**src/rtl/cmd_pkg.sv**
```systemverilog
// Shared command-path definitions: default widths and arbiter FSM/grant encodings.
package cmd_pkg;

    localparam int CMD_ADDR_W = 8;
    localparam int CMD_DATA_W = 17;

    typedef enum logic [1:0] {
        ST_IDLE = 2'd0,
        ST_BUS  = 2'd1,
        ST_DONE = 2'd2
    } arb_state_t;

    typedef enum logic {
        GNT_A = 1'b0,
        GNT_B = 1'b1
    } grant_t;

    // Round-robin pick: a lone requester wins; on a tie the one not served last wins.
    function automatic grant_t rr_pick(input logic pend_a, input logic pend_b, input grant_t last);
        if (pend_a && pend_b)
            return (last == GNT_A) ? GNT_B : GNT_A;
        else if (pend_a)
            return GNT_A;
        else
            return GNT_B;
    endfunction

endpackage

```
**src/rtl/cmd_fifo.sv**
```systemverilog
// Port-A command queue: DEPTH-entry synchronous FIFO with combinational head read.
module cmd_fifo #(
    parameter int W     = 25,
    parameter int DEPTH = 4
) (
    input  logic         i_clk,
    input  logic         rst,
    input  logic         i_push,
    input  logic [W-1:0] i_data,
    input  logic         i_pop,
    output logic         o_full,
    output logic         o_empty,
    output logic [W-1:0] o_head
);

    localparam int PTR_W = (DEPTH > 1) ? $clog2(DEPTH) : 1;

    logic [W-1:0]     r_mem [DEPTH];
    logic [PTR_W-1:0] r_wr_ptr;
    logic [PTR_W-1:0] r_rd_ptr;
    logic [PTR_W:0]   r_count;
    logic             w_pop_ok;
    logic             w_push_ok;

    assign o_empty   = (r_count == '0);
    assign o_full    = (r_count == (PTR_W+1)'(DEPTH));
    assign w_pop_ok  = i_pop && !o_empty;
    // A push into a full queue is still taken when the head leaves on the same edge.
    assign w_push_ok = i_push && (!o_full || w_pop_ok);
    assign o_head    = r_mem[r_rd_ptr];

    // Storage write; contents need no reset since count gates every read.
    always_ff @(posedge i_clk) begin
        if (w_push_ok)
            r_mem[r_wr_ptr] <= i_data;
    end

    // Pointers wrap naturally because DEPTH is a power of two.
    always_ff @(posedge i_clk or posedge rst) begin
        if (rst) begin
            r_wr_ptr <= '0;
            r_rd_ptr <= '0;
            r_count  <= '0;
        end else begin
            if (w_push_ok)
                r_wr_ptr <= r_wr_ptr + PTR_W'(1);
            if (w_pop_ok)
                r_rd_ptr <= r_rd_ptr + PTR_W'(1);
            case ({w_push_ok, w_pop_ok})
                2'b10:   r_count <= r_count + (PTR_W+1)'(1);
                2'b01:   r_count <= r_count - (PTR_W+1)'(1);
                default: r_count <= r_count;
            endcase
        end
    end

endmodule

```
**src/rtl/cmd_arbiter.sv**
```systemverilog
// Two-port command arbiter: queued strobe port A and handshake port B share one register-bus master.
module cmd_arbiter
    import cmd_pkg::*;
#(
    parameter int ADDR_W     = CMD_ADDR_W,
    parameter int DATA_W     = CMD_DATA_W,
    parameter int FIFO_DEPTH = 4,
    parameter int TIMEOUT    = 255
) (
    input  logic              i_clk,
    input  logic              rst,
    input  logic              a_en,
    input  logic [ADDR_W-1:0] a_addr,
    input  logic [DATA_W-1:0] a_data,
    output logic              a_drop,
    input  logic              b_valid,
    input  logic [ADDR_W-1:0] b_addr,
    input  logic [DATA_W-1:0] b_data,
    output logic              b_ready,
    output logic              bus_req,
    output logic [ADDR_W-1:0] bus_addr,
    output logic [DATA_W-1:0] bus_data,
    input  logic              bus_ack,
    output logic              bus_err,
    output logic              busy
);

    localparam int CMD_W = ADDR_W + DATA_W;
    localparam int CNT_W = (TIMEOUT > 0) ? $clog2(TIMEOUT + 1) : 1;

    arb_state_t        r_state;
    arb_state_t        w_next;
    grant_t            r_gnt;
    grant_t            r_last;
    grant_t            w_pick;
    logic [CNT_W-1:0]  r_cnt;
    logic [ADDR_W-1:0] r_bus_addr;
    logic [DATA_W-1:0] r_bus_data;
    logic              r_a_drop;
    logic              r_bus_err;
    logic              w_fifo_full;
    logic              w_fifo_empty;
    logic [CMD_W-1:0]  w_head;
    logic              w_pop;
    logic              w_timeout;

    // The queue head leaves only once its bus transaction has finished (ack or timeout).
    assign w_pop     = (r_state == ST_DONE) && (r_gnt == GNT_A);
    assign w_timeout = (TIMEOUT > 0) && (r_cnt == CNT_W'(TIMEOUT));

    cmd_fifo #(
        .W     (CMD_W),
        .DEPTH (FIFO_DEPTH)
    ) u_fifo (
        .i_clk   (i_clk),
        .rst     (rst),
        .i_push  (a_en),
        .i_data  ({a_addr, a_data}),
        .i_pop   (w_pop),
        .o_full  (w_fifo_full),
        .o_empty (w_fifo_empty),
        .o_head  (w_head)
    );

    // State register.
    always_ff @(posedge i_clk or posedge rst) begin
        if (rst)
            r_state <= ST_IDLE;
        else
            r_state <= w_next;
    end

    // Next state and state-decoded outputs; b_valid is only looked at in IDLE.
    always_comb begin
        w_next  = r_state;
        w_pick  = rr_pick(!w_fifo_empty, b_valid, r_last);
        bus_req = 1'b0;
        busy    = 1'b1;
        b_ready = 1'b0;
        case (r_state)
            ST_IDLE: begin
                busy = 1'b0;
                if (!w_fifo_empty || b_valid)
                    w_next = ST_BUS;
            end
            ST_BUS: begin
                bus_req = 1'b1;
                if (bus_ack || w_timeout)
                    w_next = ST_DONE;
            end
            ST_DONE: begin
                b_ready = (r_gnt == GNT_B);
                w_next  = ST_IDLE;
            end
            default: w_next = ST_IDLE;
        endcase
    end

    // Grant capture, payload latch, timeout counter and one-cycle status pulses.
    always_ff @(posedge i_clk or posedge rst) begin
        if (rst) begin
            r_gnt      <= GNT_B;
            r_last     <= GNT_B;
            r_cnt      <= '0;
            r_bus_addr <= '0;
            r_bus_data <= '0;
            r_a_drop   <= 1'b0;
            r_bus_err  <= 1'b0;
        end else begin
            r_a_drop  <= a_en && w_fifo_full && !w_pop;
            r_bus_err <= (r_state == ST_BUS) && w_timeout && !bus_ack;
            case (r_state)
                ST_IDLE: begin
                    if (w_next == ST_BUS) begin
                        r_gnt <= w_pick;
                        r_cnt <= CNT_W'(1);
                        if (w_pick == GNT_A)
                            {r_bus_addr, r_bus_data} <= w_head;
                        else
                            {r_bus_addr, r_bus_data} <= {b_addr, b_data};
                    end
                end
                ST_BUS: begin
                    if (w_next == ST_BUS)
                        r_cnt <= r_cnt + CNT_W'(1);
                end
                ST_DONE: begin
                    r_last <= r_gnt;
                    r_cnt  <= '0;
                end
                default: r_cnt <= '0;
            endcase
        end
    end

    assign bus_addr = r_bus_addr;
    assign bus_data = r_bus_data;
    assign a_drop   = r_a_drop;
    assign bus_err  = r_bus_err;

endmodule

```
**config.mk**
```make
export PLATFORM = sky130hd
export DESIGN_NAME = cmd_arbiter
export DESIGN_NICKNAME = d
export VERILOG_FILES = /design/src/rtl/cmd_pkg.sv /design/src/rtl/cmd_fifo.sv /design/src/rtl/cmd_arbiter.sv
export SDC_FILE = /design/constraint.sdc
export NUM_CORES = 1
export LEC_CHECK = 0
export ABC_AREA = 0
export CORE_MARGIN = 2
export CORE_UTILIZATION = 40
export DETAILED_ROUTE_END_ITERATION = 16
export GPL_TIMING_DRIVEN = 0
export PLACE_DENSITY = 0.62
export SKIP_CTS_REPAIR_TIMING = 1
export SYNTH_ARGS = -nofsm -noshare
export SYNTH_HDL_FRONTEND = slang
export SYNTH_SLANG_ARGS = --single-unit
```
**constraint.sdc**
```tcl
create_clock -name i_clk -period 2.5 [get_ports i_clk]
set_input_delay 0.25 -clock i_clk [delete_from_list [all_inputs] [get_ports i_clk]]
set_output_delay 0.25 -clock i_clk [all_outputs]
set_load 0.02 [all_outputs]
```
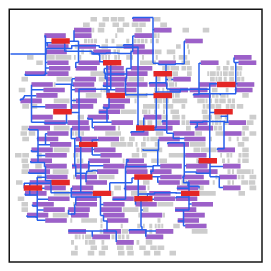
(run_1/clock_map.png)
(2 px per µm)
legend:
  clock wires:
    colour: blue
    length: 1650 µm
  flip-flops:
    colour: purple
    count: 146
  cells driving clock nets:
    colour: red
    count: 17
routed clock nets: 18
clk_skew: 0.0101 ns
Clk pwr share: 0.269
P_clk: 2540 µW
clk ins delay skew pair: 0.43 ns

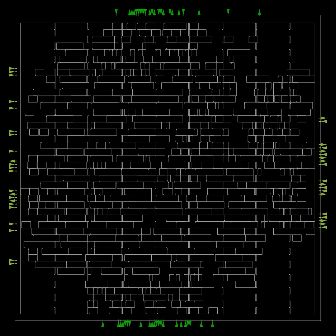
(run_1/final_placement.png)
core footprint: 14500 µm²
num rows: 44
flop share of the area: 0.545

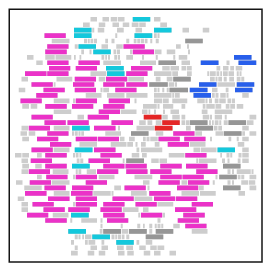
(run_1/registers.png)
(2 px per µm) Other sequential cells in the stronger grey, the rest of the logic in the fainter grey.
legend:
  u_fifo.r_mem:
    colour: magenta
    sequential_cells: 100
  r_cnt:
    colour: blue
    sequential_cells: 8
  bus_data:
    colour: cyan
    sequential_cells: 17
  u_fifo.r_count:
    colour: red
    sequential_cells: 3

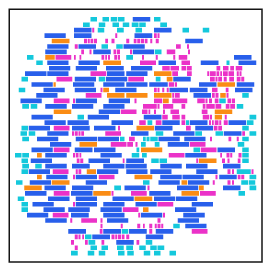
(run_1/cell_classes.png)
(2 px per µm)
legend:
  other buffers and delay cells:
    colour: cyan
    cells: 102
  all other logic:
    colour: magenta
    cells: 214
  flip-flops:
    colour: blue
    cells: 146
  clock drivers and dummy loads:
    colour: orange
    cells: 32
Post-Layout Inst Area: 7620 µm²
Final Core Density: 0.526

==> impl_metrics.csv, run 1 <==
group,metric,value,unit
finish,largestClassByArea,"sequential cells",
yosys,ys_top_logic_family,"multiplexers",
final_timing,final_max_slew_viol_count,0,
setup_path,worstPathArrival,2.59,ns
routing,drc,0,
pwr,p_comb,3310,µW
finish,logic_area,1580,µm²
hold_path,hp-class,"primary input to asynchronous set/reset pin",
finish,nClkBuffers,20,
setup_path,critPathCaptureType,"flip-flop",
routing,drt-total-wl,12000,µm
pwr,seq_power_share,0.380,
floorplan,fp_util,0.409,
status,outcome,"completed",
pwr,power.leakage,0.00280,µW
final_timing,rsz0062_at_grt,"false",
yosys,compound_area_frac,0.0613,
routing,detail_route.wl_per_cell,17.7,µm
floorplan,fp.dieH,126,µm
yosys,synthAdderAreaFrac,0.0161,
## Run 2: what changed since run 1
--- a/config.mk
+++ b/config.mk
@@ -8,6 +8,7 @@
 export ABC_AREA = 0
 export CORE_MARGIN = 2
 export CORE_UTILIZATION = 40
+export CTS_CLUSTER_SIZE = 40
 export DETAILED_ROUTE_END_ITERATION = 16
 export GPL_TIMING_DRIVEN = 0
 export PLACE_DENSITY = 0.62
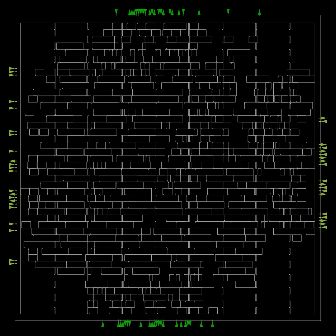
(run_2/final_placement.png)
fin cells: 678
Fillers: 1198

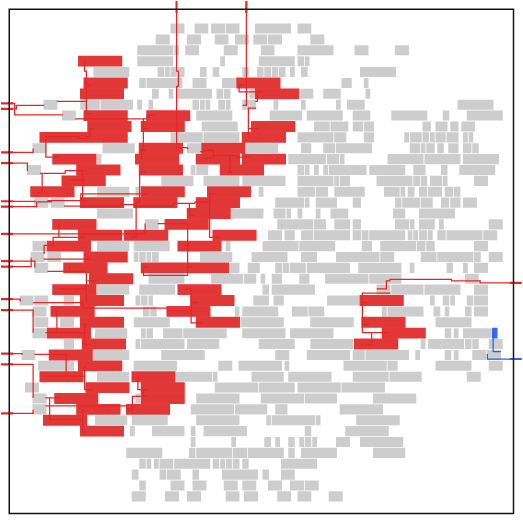
(run_2/port_nets.png)
(4 px per µm)
legend:
  a_data:
    colour: red
    bits: 17
    direction: input
    edge: 14 west, 2 north, 1 east
    end_cells: 68
    buffers: 17
    wire: 800 µm
  rst:
    colour: blue
    bits: 1
    direction: input
    edge: east
    end_cells: 1
    buffers: 1
    wire: 13.7 µm
I/O Pins: 85
count of input and output buffers: 84

==> run 2 against run 1 <==
- sequential power about the same
- utilization unchanged
- via count unchanged
- highest routed layer unchanged
- critical endpoint unchanged
- sequential share of layout area unchanged
==> impl_metrics.csv, run 2 <==
group,metric,value,unit
floorplan,fp_util,0.409,
finish,post-route-util,0.526,
routing,drc,0,
final_timing,final_max_slew_viol_count,0,
yosys,synthAdderAreaFrac,0.0161,
final_timing,clock-skew-final,0.0101,ns
pwr,p_comb,3310,µW
pwr,clkPwrFrac,0.269,
pwr,p_per_area,1240,nW/µm²
clocking,clock_latency,0.43,ns
hold_path,hp-class,"primary input to asynchronous set/reset pin",
finish,nClkBuffers,20,
placement,dpl_cell_area,7010,µm²
setup_path,worstPathArrival,2.59,ns
yosys,compound_area_frac,0.0613,
floorplan,core_area,14500,µm²
status,outcome,"completed",
finish,fin_area,7620,µm²
setup_path,critPathCaptureType,"flip-flop",
finish,signal_buffers,102,
yosys,ys_top_logic_family,"multiplexers",
pwr,power.leakage,0.00280,µW
floorplan,row_count,44,
routing,detail_route.wl_per_cell,17.7,µm
pwr,p_clk,2540,µW
finish,seq-cell-share,0.545,
finish,largestClassByArea,"sequential cells",
finish,logic_area,1580,µm²
## Run 3: what changed since run 2
--- a/config.mk
+++ b/config.mk
@@ -7,11 +7,11 @@
 export LEC_CHECK = 0
 export ABC_AREA = 0
 export CORE_MARGIN = 2
-export CORE_UTILIZATION = 40
+export CORE_UTILIZATION = 54
 export CTS_CLUSTER_SIZE = 40
 export DETAILED_ROUTE_END_ITERATION = 16
 export GPL_TIMING_DRIVEN = 0
-export PLACE_DENSITY = 0.62
+export PLACE_DENSITY = 0.79
 export SKIP_CTS_REPAIR_TIMING = 1
 export SYNTH_ARGS = -nofsm -noshare
 export SYNTH_HDL_FRONTEND = slang
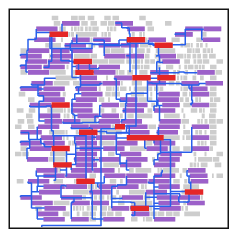
(run_3/clock_map.png)
(2 px per µm)
legend:
  cells driving clock nets:
    colour: red
    count: 17
  flip-flops:
    colour: purple
    count: 146
  clock wires:
    colour: blue
    length: 1600 µm
routed clock nets: 18
flops lie: spread over the die
P_clk: 2470 µW
Clk pwr share: 0.262

==> run 3 against run 2 <==
- the flow now finishes with violations (negative hold slack)
- critical path depth decreased by 7
- sequential power about the same
- power about the same
- sequential share of layout area increased by 0.39 points
- combinational power increased by 2%
- wire length increased by 1.1%
- worst setup slack got worse by 0.090 ns
- global-route usage increased by 5.9 points
- non-clock buffer count increased by 1
- first-iteration DRC count increased by 4.3%
- highest routed layer unchanged
==> impl_metrics.csv, run 3 <==
group,metric,value,unit
finish,logic_area,1580,µm²
hold_path,hp-class,"primary input to asynchronous set/reset pin",
final_timing,holdWs,-0.0105,ns
routing,drc,0,
final_timing,final_hold_viol_count,10,
final_timing,rsz0062_at_grt,"false",
finish,finalNonFillerCells,635,
floorplan,fp_util,0.549,
setup_path,worstPathArrival,2.09,ns
pwr,power.leakage,0.00281,µW
routing,detail_route.wl_per_cell,19.0,µm
yosys,ys_top_logic_family,"multiplexers",
pwr,p_per_area,1250,nW/µm²
status,outcome,"finished, violations left",
floorplan,io_pins,85,
placement,io_buffers,84,
pwr,p_comb,3370,µW
status,violations,"negative hold slack",
final_timing,final_max_slew_viol_count,0,
floorplan,core_area,10800,µm²
placement,dpl_cell_area,6960,µm²
clocking,clock_latency,0.53,ns
routing,drt-total-wl,12100,µm
final_timing,clock-skew-final,0.00756,ns
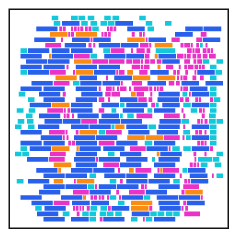
(run_3/cell_classes.png)
(2 px per µm)
legend:
  other buffers and delay cells:
    colour: cyan
    cells: 103
  clock drivers and dummy loads:
    colour: orange
    cells: 32
  flip-flops:
    colour: blue
    cells: 146
  all other logic:
    colour: magenta
    cells: 214
flop share of the area: 0.549
Final Core Density: 0.701

Power and IR drop assume default switching activity.
